==> src/rtl/fwd_scoreboard.sv <==
// Scoreboard forwarding/hazard unit between ID and EX: one entry per architectural
// register tracks the remaining EX latency and the forwarding stage of its result.

module fwd_sb_entry #(
  parameter int LAT_W   = 4,
  parameter int AGE_W   = 3,
  parameter int NUM_FWD = 2
) (
  input  logic             clk,
  input  logic             rst,
  input  logic             rec,
  input  logic [LAT_W-1:0] rec_lat,
  output logic             valid,
  output logic [LAT_W-1:0] remain,
  output logic [AGE_W-1:0] age
);
  always_ff @(posedge clk or posedge rst) begin
    if (rst) begin
      valid  <= 1'b0;
      remain <= '0;
      age    <= '0;
    end else if (rec) begin
      // a new record always wins, even over a same-cycle retire
      valid  <= 1'b1;
      remain <= rec_lat - LAT_W'(1);
      age    <= (rec_lat == LAT_W'(1)) ? AGE_W'(1) : '0;
    end else if (valid) begin
      if (remain != '0) begin
        remain <= remain - LAT_W'(1);
        if (remain == LAT_W'(1)) age <= AGE_W'(1);
      end else if (age < AGE_W'(NUM_FWD)) begin
        age <= age + AGE_W'(1);
      end else begin
        valid <= 1'b0;
        age   <= '0;
      end
    end
  end
endmodule

module fwd_scoreboard #(
  parameter int NUM_SRC = 2,
  parameter int NUM_FWD = 2,
  parameter int REG_W   = 5,
  parameter int MAX_LAT = 8,
  parameter int LAT_W   = $clog2(MAX_LAT+1),
  parameter int SEL_W   = $clog2(NUM_FWD+1)
) (
  input  logic                            clk,
  input  logic                            rst,
  input  logic                            issue_valid,
  input  logic [NUM_SRC-1:0]              src_en,
  input  logic [NUM_SRC-1:0][REG_W-1:0]   src_idx,
  input  logic                            rd_wen,
  input  logic [REG_W-1:0]                rd_idx,
  input  logic [LAT_W-1:0]                rd_lat,
  input  logic                            flush,
  output logic                            issue_stall,
  output logic                            fwd_valid,
  output logic [NUM_SRC-1:0][SEL_W-1:0]   fwd_sel,
  output logic [(1<<REG_W)-1:0]           busy_vec
);
  localparam int NREG  = 1 << REG_W;
  localparam int AGE_W = SEL_W + 1;

  logic [NREG-1:0]            ent_valid;
  logic [NREG-1:0][LAT_W-1:0] ent_remain;
  logic [NREG-1:0][AGE_W-1:0] ent_age;
  logic                       fire, record;
  logic                       raw, waw, wb;
  logic [NUM_SRC-1:0][SEL_W-1:0] sel_nxt;

  assign fire   = issue_valid & ~flush & ~issue_stall;
  assign record = fire & rd_wen & (rd_idx != '0);

  // x0 is hardwired and never tracked
  assign ent_valid[0]  = 1'b0;
  assign ent_remain[0] = '0;
  assign ent_age[0]    = '0;

  genvar r;
  generate
    for (r = 1; r < NREG; r++) begin : g_ent
      fwd_sb_entry #(.LAT_W(LAT_W), .AGE_W(AGE_W), .NUM_FWD(NUM_FWD)) u_ent (
        .clk     (clk),
        .rst     (rst),
        .rec     (record && (rd_idx == REG_W'(r))),
        .rec_lat (rd_lat),
        .valid   (ent_valid[r]),
        .remain  (ent_remain[r]),
        .age     (ent_age[r])
      );
    end
  endgenerate

  always_comb begin
    raw = 1'b0;
    for (int i = 0; i < NUM_SRC; i++)
      if (src_en[i] && src_idx[i] != '0 && ent_valid[src_idx[i]] &&
          ent_remain[src_idx[i]] != '0)
        raw = 1'b1;
    waw = rd_wen && rd_idx != '0 && ent_valid[rd_idx] && ent_remain[rd_idx] != '0;
    // a producer with remain == rd_lat would hit stage 1 together with the new one
    wb = 1'b0;
    if (rd_wen && rd_idx != '0)
      for (int k = 1; k < NREG; k++)
        if (ent_valid[k] && ent_remain[k] == rd_lat && ent_remain[k] != '0)
          wb = 1'b1;
    issue_stall = issue_valid & ~flush & (raw | waw | wb);
  end

  always_comb begin
    sel_nxt = '0;
    for (int i = 0; i < NUM_SRC; i++)
      if (src_en[i] && src_idx[i] != '0 && ent_valid[src_idx[i]] &&
          ent_remain[src_idx[i]] == '0)
        sel_nxt[i] = ent_age[src_idx[i]][SEL_W-1:0];
  end

  always_ff @(posedge clk or posedge rst) begin
    if (rst) begin
      fwd_valid <= 1'b0;
      fwd_sel   <= '0;
    end else if (fire) begin
      fwd_valid <= 1'b1;
      fwd_sel   <= sel_nxt;
    end else begin
      fwd_valid <= 1'b0;
      fwd_sel   <= '0;
    end
  end

  assign busy_vec = ent_valid;
endmodule

==> config.mk <==
export PLATFORM = sky130hd
export DESIGN_NAME = fwd_scoreboard
export DESIGN_NICKNAME = d
export VERILOG_FILES = /design/src/rtl/fwd_scoreboard.sv
export SDC_FILE = /design/constraint.sdc
export NUM_CORES = 1
export LEC_CHECK = 0
export CAP_MARGIN = 10
export CORE_MARGIN = 2
export CORE_UTILIZATION = 50
export CTS_CLUSTER_DIAMETER = 120
export DETAILED_ROUTE_END_ITERATION = 8
export GPL_TIMING_DRIVEN = 0
export PLACE_DENSITY = 0.71
export SYNTH_ARGS = -nofsm -noshare
export SYNTH_HDL_FRONTEND = slang
export SYNTH_SLANG_ARGS = --single-unit
==> constraint.sdc <==
create_clock -name clk -period 9 [get_ports clk]
set_input_delay 1.8 -clock clk [delete_from_list [all_inputs] [get_ports clk]]
set_output_delay 1.8 -clock clk [all_outputs]
set_load 0.02 [all_outputs]
==> images/gate_families.png <==
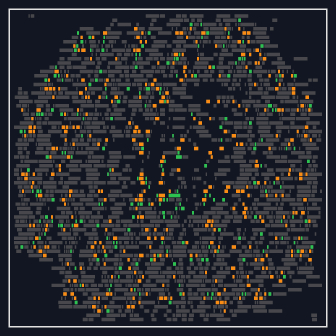
legend:
  NAND gates:
    colour: green
    cells: 209
    most_used: nand2_1
    where: all over the die
  inverting AOI/OAI gates:
    colour: orange
    cells: 345
    most_used: a21oi_1
    where: all over the die

==> images/final_placement.png <==
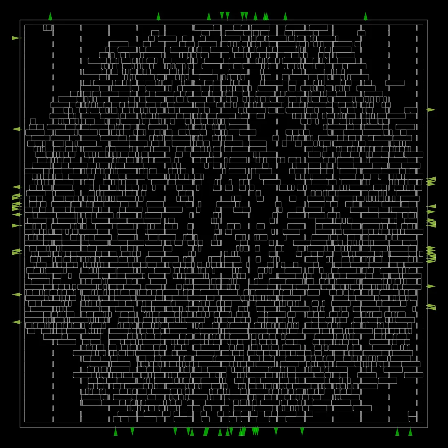
FF+latch count: 253
utilization after layout: 0.564

==> images/clock_map.png <==
Bar = 50 um.
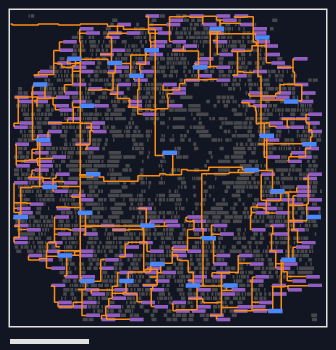
legend:
  clock wires:
    colour: orange
    length: 3,800 um
  flip-flops:
    colour: purple
    count: 253
  cells driving clock nets:
    colour: blue
    count: 31
routed clock nets: 32

==> images/cell_classes.png <==
Bar = 50 um.
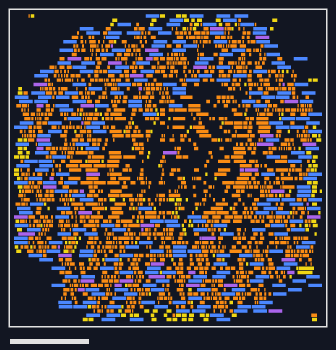
legend:
  flip-flops:
    colour: blue
    cells: 253
    share_of_their_area: 30%
  clock drivers and dummy loads:
    colour: purple
    cells: 52
    share_of_their_area: 4.9%
  all other logic:
    colour: orange
    cells: 1,617
    share_of_their_area: 59%
  other buffers and delay cells:
    colour: yellow
    cells: 187
    share_of_their_area: 6.0%

-- worst max-delay path, cell delays in order --
cell             delay (ns)
clkdlybuf4s50_1        0.55
buf_2                  0.49
buf_2                  0.57
xnor2_1                0.13
nand4_1                0.12
o22ai_1                0.09
nor4_1                 0.68
o2111ai_1              0.35
a211oi_2               0.33
a21oi_1                0.11
nor2_1                 0.43
nor2b_1                0.09
clkdlybuf4s50_1        0.55
-- where the power goes --
part           leakage (nW)  internal (mW)  total [mW]  switching [mW]
clock network         0.505          0.768        1.28           0.513
registers              3.13           1.63        2.45           0.827
logic                  4.74           1.54        3.38            1.84
total                  8.38           3.93        7.12            3.18
==> impl_metrics.py <==
# Metrics from the implementation run
metrics = {
    "critical_path": {
        "cp-start-kind": "input pin",
        "startpoint": "rd_lat[0]",
        "r2r_setup_slack_ns": 4.24,
        "worst_ep_required_time_ns": 7.20,
        "endpoint_kind": "primary output",
        "rr_endpoint": "g_ent[10].u_ent.remain[2]",
        "reg2reg_depth": 12,
        "path_max_fanout": 10,
        "cp.arrival_ns": 6.29,
        "crit_type": "in2out",
        "crit_end": "issue_stall",
    },
    "synthesis": {
        "syn_avg_cell_area_um2": 9.69,
        "synth-cells-yosys": 2002,
        "synth-seq-cells": 253,
        "ys.flop_type": "dfrtp_1",
        "yosysTopAreaCell": "dfrtp_1",
        "synth.cellmix.simpleShare": 0.203,
        "async_flop_share": 1.00,
        "synthCells": 2002,
        "syn_nets": 2124,
        "common_cells": "dfrtp_1 (253), nor2_1 (200), mux2i_1 (179), xnor2_1 (149), a21oi_1 (134)",
        "mux_share": 0.174,
        "synth_top_area_share": 0.326,
        "ys_sh_xor": 0.0718,
        "synth_area_mm2": 0.0194,
        "synthDistinctLibCells": 73,
        "ys_area_mm2": 0.0194,
    },
    "clocking": {
        "post_cts_buffers": 0,
        "cts.sinks": 253,
        "cts_buffers": 31,
        "htree_num_levels": 1,
        "post_cts_resize_count": 0,
        "worstSkewPairLatency_ns": 0.60,
        "root_buffer": "clkbuf_16",
        "clockBufferDepth": 3,
        "clkTransAtPathRegs_ns": 0.06,
        "ctsHoldBuffers": 0,
        "cts_tree": "yes",
    },
    "cells_and_area": {
        "final_common_cell": "dfrtp_1",
        "final_cell_mix": "dfrtp_1 (253), nor2_1 (200), mux2i_1 (179), xnor2_1 (149), a21oi_1 (134)",
        "n_all_inverters": 70,
        "area.sequential_mm2": 0.00633,
        "comb_area_frac": 0.560,
        "n_antenna_cell": 2,
        "combGateArea_mm2": 0.0121,
        "areaGrowthSynthToFinish_pct": 11.7,
        "comb_cells": 1547,
        "reg_top3": "g_ent.u_ent.remain (124), g_ent.u_ent.age (93), g_ent.u_ent.valid (31)",
        "largest_reg_flops": 124,
        "regMostFlops": "g_ent.u_ent.remain",
        "num-nonclk-buffers": 187,
        "largest_class": "combinational gates",
        "final-nonclk-buf-share": 0.0583,
        "fillCellCount": 3417,
        "drive_gt1_frac": 0.124,
        "finalNonFillerCells": 2629,
    },
    "grt": {
        "grt_max_degree": 116,
        "grt.busiest_layer": "met2",
        "grt_antenna_before_repair": 3,
        "grtUsageMet2": 0.526,
        "grt_overflow": 0,
        "grt_pass1_vias": 16400,
        "track_usage": 0.334,
    },
    "outcome": {
        "outcome": "finished, final reports clean",
    },
    "final_timing": {
        "tns_ns": 0,
        "worstMarginPinSlew_ns": 1.38,
        "slew_viol_final": 0,
        "layout_min_cycle_time_ns": 8.09,
        "slew_headroom": 0.0790,
        "whs_ns": 0.584,
        "setup_viol": 0,
        "worst_slack_ns": 0.908,
    },
    "placement": {
        "place_inst": 2575,
        "place_area_mm2": 0.0206,
        "hpwl_um": 49500,
        "port_buffers": 53,
        "pre_cts_ws_ns": 1.06,
        "routabilityCongestion": 1.03,
    },
    "detailed_routing": {
        "ant_nets": 0,
        "drc": 0,
        "wirelength_um": 67800,
        "vias_per_cell": 6.47,
        "drt_pre_antenna_iters": 5,
        "drt-met1-wl_um": 26900,
        "route.met2.wl_um": 30500,
        "routedWlPerCell_um": 25.8,
        "vias": 17000,
    },
    "die": {
        "ios": 64,
        "die_area_mm2": 0.0404,
        "die_h_um": 201,
        "die_width_um": 201,
        "row_count": 72,
    },
    "job": {
        "warning_count": 62,
        "maxCapViolations": 0,
    },
    "worst_hold_path": {
        "hold_path_end": "g_ent[13].u_ent.age[2]",
        "min_from": "g_ent[13].u_ent.age[2]",
    },
    "power": {
        "ir_drop_mv": 0.236,
        "leakage_nw": 8.38,
    },
}
Power is estimated from default activity; no workload was simulated.
